Design cluster_frame_builder, sky130hd; sources not shown.
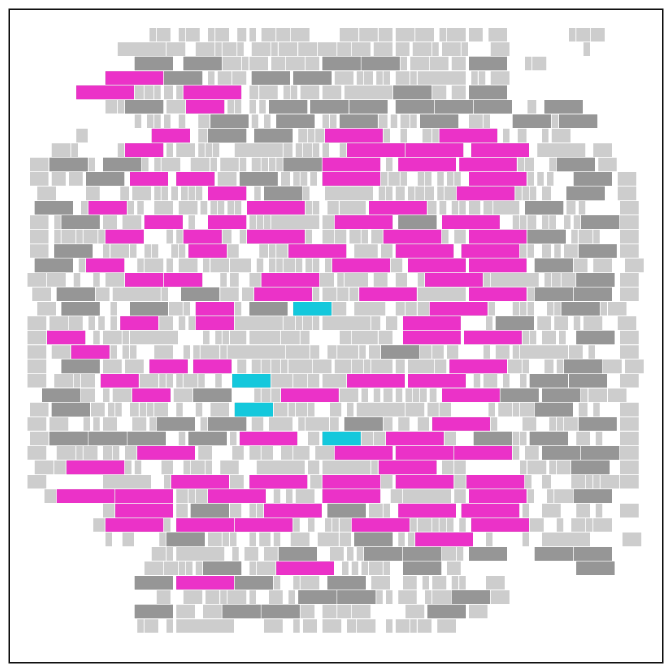
(run_1/ff_map.png)
| name in the netlist | colour | sequential cells |
|---|---|---|
| `wr_ptr` | cyan | 4 |
| `slot` | magenta | 96 |
Seq power: 1.33 mW
Final Util: 0.7492
Reg area: 0.004805 mm2
Seq/total area: 0.4824

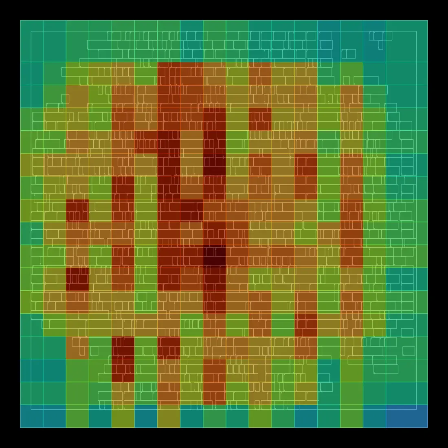
(run_1/congestion_map.png)
GR peak layer: met2
met3 GRT Util: 0.04392

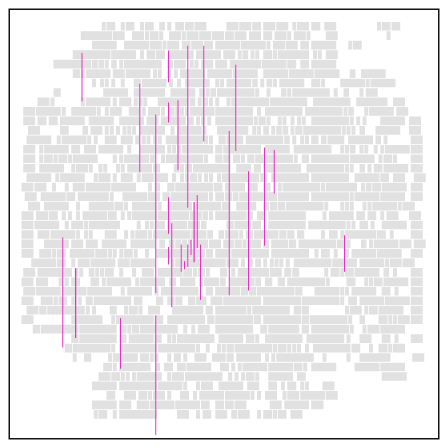
(run_1/m4.png)
longest straight run: 51.0 um
main direction: vertical
total wire length: 19230 um
routed via count: 6069

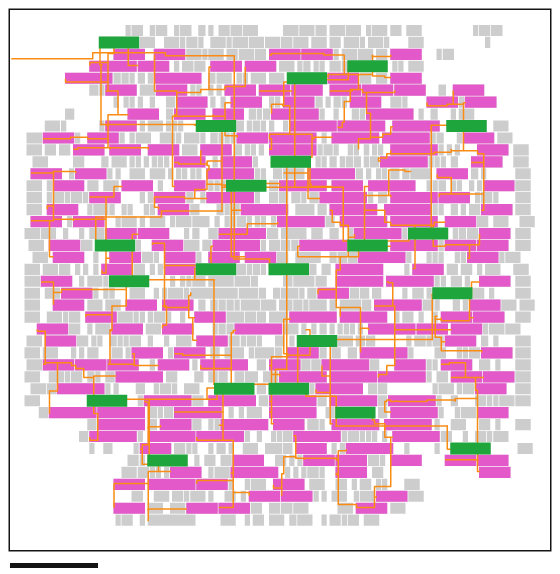
(run_1/clock_wires.png)
The bar under the picture is 20 um long.
[clock wires] orange | length: 2150 um
[flip-flops] magenta | count: 204
[clock-net drivers] green | count: 21
routed clock nets: 22
Clock power frac: 0.417
Clk. pwr: 1.14 mW
Worst-Skew Late Latency: 0.49 ns

==> deck_impl_summary.md, run 1 <==
Run Summary

Synth
  • Mapped Avg Cell Area: 10.17 um2
  • Register share after synthesis: 0.6160
  • Ys Warns: 0
  • Synthesized cell area: 0.007800 mm2
  • Post-synth top cells: 217 x nand2_1, 132 x dfxtp_1, 73 x nand3b_1
  • # Cells Yosys: 767
  • Cell count after synthesis: 767

Clock tree
  • CTS Buffer Depth: 3
  • Gates resized, CTS repair: 0
  • # Post-CTS Setup Buffers: 0
  • Clk pin slew, worst setup/hold paths: 0.06 ns

Floorplan
  • Site Rows: 42
  • Fp_density: 0.5867
  • Die Width: 123.0 um

Cells and area
  • Largest class: sequential cells
  • Area growth, synth to finish: 27.70%
  • #MultiIn Comb: 503
  • Combinational gate area: 0.002700 mm2
  • Non-clk bufs: 188
  • Non-clk buf share: 0.1544
  • Invs w/o clock: 7
  • Clkbuf count: 32

Pwr
  • P_sw: 0.6220 mW
  • Net Sw Frac: 0.2286
  • Top power group: sequential cells
  • Peak supply drop: about 170 uV

GRT
  • Initial antenna violation count: 0
  • Grt met1 use: 0.3204
  • Total global routing overflow: 0

Timing
  • Final Slew Violations: 0
  • Measured slew at the worst slew-check pin: 0.8403 ns
  • Count of final hold-check violations: 0
  • Setup TNS: 0 ns
  • Max Freq: between 200 and 300 MHz
  • RSZ-0062 raised after global routing: no

Setup path
  • Worst path buffer plus inverter count: 2
  • Slowest cell on crit path: nand2b_1
  • CP cell instances: clkdlybuf4s50_1, nand2b_1, nor4_2, clkbuf_1, nand2b_1
  • Crit path capture type: register
  • Crit path kind: input pin to register

Placement
  • Placed cells: ~1100

Drt
  • DR top layer: met4
  • Wire per inst: roughly 17 um
  • Met3 routed WL: approximately 1500 um

Status
  • Run status: completed

Flow run
  • Tool warnings: 29

Hold path
  • WHS Path Cells: 2
  • Worst hold path type: register to register
-- run 1: per-stage QoR --
stage                     setup slack (ns)  utilization
final                                3.343       0.7492
after global routing                 3.182       0.7492
after CTS                            3.368       0.7492
after detailed placement             2.909       0.6987
after global placement               2.571       0.6948
after floorplan                      3.793            -
-- run 1: logic make-up (layout without fill, tap and decap cells) --
logic type,count (synthesis),in the layout,synth area share
DFF,204,204,0.6160
muxes,24,24,0.03080
adders and majority gates,4,4,0.006417
and+or+nand+nor,417,417,0.2697
other,1,16,0.0004808
buffers and inverters,75,232,0.04732
AOI/OAI and AO/OA,42,42,0.02936
-- run 1: tightest hold or removal path, stage by stage (launching register included) --
cell and delay, ns:
dfxtp_1 0.31, nand2_1 0.05, a21oi_1 0.05
==> run_1/pinout.png <==
Pins as bars across the die edge, other pins in grey.
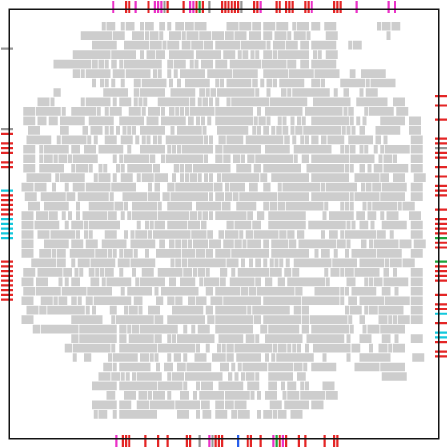

==> inputs of run 2 (changes only) <==
- CORE_UTILIZATION: 57 -> 53
- PLACE_DENSITY: 0.88 -> 0.83
- clock period: 6.73 -> 3.19 ns (I/O delays scaled with it)
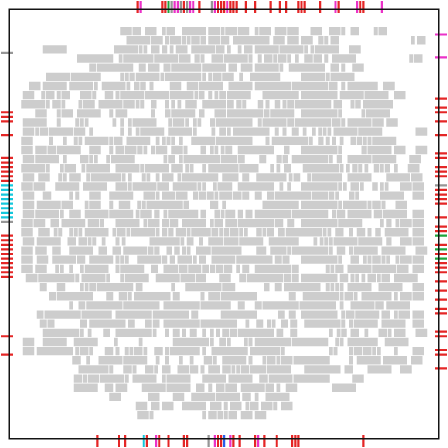
(run_2/pinout.png)
Pins as bars across the die edge, other pins in grey.
| port | colour | pins | direction | edge |
|---|---|---|---|---|
| `nclusters_o` | green | 4 | output | 3 east, 1 north |
| `adr_i` | cyan | 9 | input | 8 west, 1 south |
| `ovf_count_o` | magenta | 16 | output | 10 north, 4 south, 2 east |
| `clusters_o` | red | 96 | output | 32 east, 23 north, 22 west, 19 south |
| `reset` | blue | 1 | input | south |
all pins by edge: 38 east, 38 north, 32 west, 26 south
port bufs: 116
die height: 127.3 um
Die Width: 127.3 um

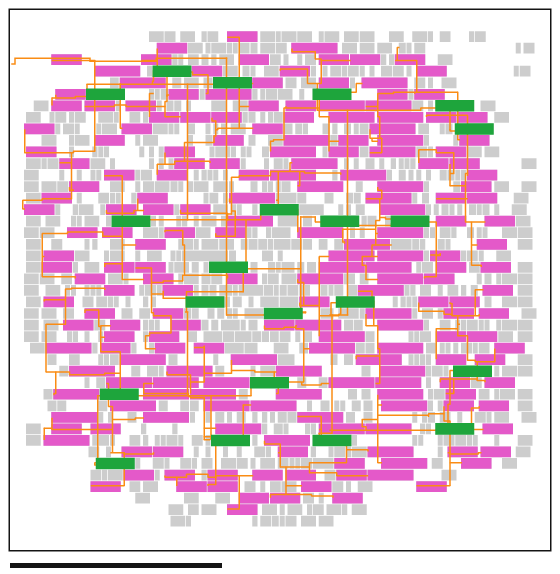
(run_2/clock_wires.png)
The bar under the picture is 50 um long.
[clock wires] orange | length: 2180 um
[clock-net drivers] green | count: 21
[flip-flops] magenta | count: 204
flops lie: spread over the die
routed clock nets: 22
Clk. pwr: 2.35 mW
Clock power frac: 0.413

==> run 2 against run 1 <==
Effect of this change:
- via count fell by 2.4%
- largest cell class unchanged
- worst hold slack got worse by 0.00061 ns
- clock power rose by 110%
- routed wire length fell by 1.8%
- setup slack got worse by 3.0 ns
- critical path type unchanged
- cell count rose by 0.45%
- global-route usage fell by 2.1 points
- non-clock buffer count did not move
- largest power group unchanged
- critical endpoint unchanged
==> deck_impl_summary.md, run 2 <==
Run Summary

Clock tree
  • Worst-Skew Late Latency: about 0.5 ns
  • Gates resized, CTS repair: 0
  • # Post-CTS Setup Buffers: 0
  • Clk pin slew, worst setup/hold paths: about 0.060 ns

Synth
  • Area fraction in mux cells: 0.03080
  • # Cells Yosys: 767
  • Post-synth top cells: 217 x nand2_1, 132 x dfxtp_1, 73 x nand3b_1
  • Cell count after synthesis: 767
  • Synthesized cell area: 0.007800 mm2
  • Dominant comb cell: simple AND/OR/NAND/NOR gates
  • Yosys xor share: 0
  • Simple share: 0.2697
  • Ys Warns: 0
  • Register share after synthesis: 0.6160
  • Yosys adder share: 0.006416
  • Aoi share: 0.02936
  • Mapped Avg Cell Area: 10.17 um2

Timing
  • Final Slew Violations: 0
  • Max Freq: around 350 MHz
  • RSZ-0062 raised after global routing: no

Setup path
  • CP cell instances: clkdlybuf4s50_1, nand2b_1, nor4_2, clkbuf_1, nand2b_1
  • Slowest cell on crit path: nand2b_1
  • Worst path buffer plus inverter count: 2

Pwr
  • Peak supply drop: 357.5 uV
  • Net Sw Frac: 0.2306
  • P_sw: between 1 and 1.5 mW

Cells and area
  • Invs w/o clock: 7
  • #MultiIn Comb: 503
  • Combinational gate area: 0.002700 mm2
  • Clkbuf count: 33
  • Non-clk bufs: 188
  • Largest class: sequential cells
  • Area growth, synth to finish: 27.62%
  • Non-clk buf share: 0.1541

Drt
  • Routed via count: 5922
  • Wire per inst: between 15 and 20 um

GRT
  • Total global routing overflow: 0

Floorplan
  • Site Rows: 43
  • Fp_density: 0.5512

Hold path
  • WHS Path Cells: 2

Flow run
  • Tool warnings: 29

Status
  • Run status: completed
-- run 2: metrics by stage --
step / hold slack (ns) / setup WS (ns)
6_report: 0.3532 / 0.3282
5_1_grt: 0.3715 / 0.2225
3_5_place_dp: 0.3430 / -0.1312
3_3_place_gp: 0.3402 / -0.4233
4_1_cts: 0.3537 / 0.3785
2_1_floorplan: 0.3316 / 0.6016
-- run 2: per-layer routing --
metal	up-vias	wire [um]	global-route usage
met3	40	1440	0.03554
met5	-	0	0
li1	2831	-	-
met1	2811	7975	0.3073
met4	0	486	0.06877
met2	240	8993	0.3806
-- run 2: power by group through the flow --
stage	registers, mW	clock network (mW)	logic [mW]
final	2.81	2.35	0.532
after detailed placement	2.86	0	0.528
after floorplan	2.93	0	0.228
after global placement	2.86	0	0.511
after global routing	2.81	2.49	0.574
after CTS	2.81	2.37	0.532
No activity file was given, so power comes from the tool's default toggle rates.
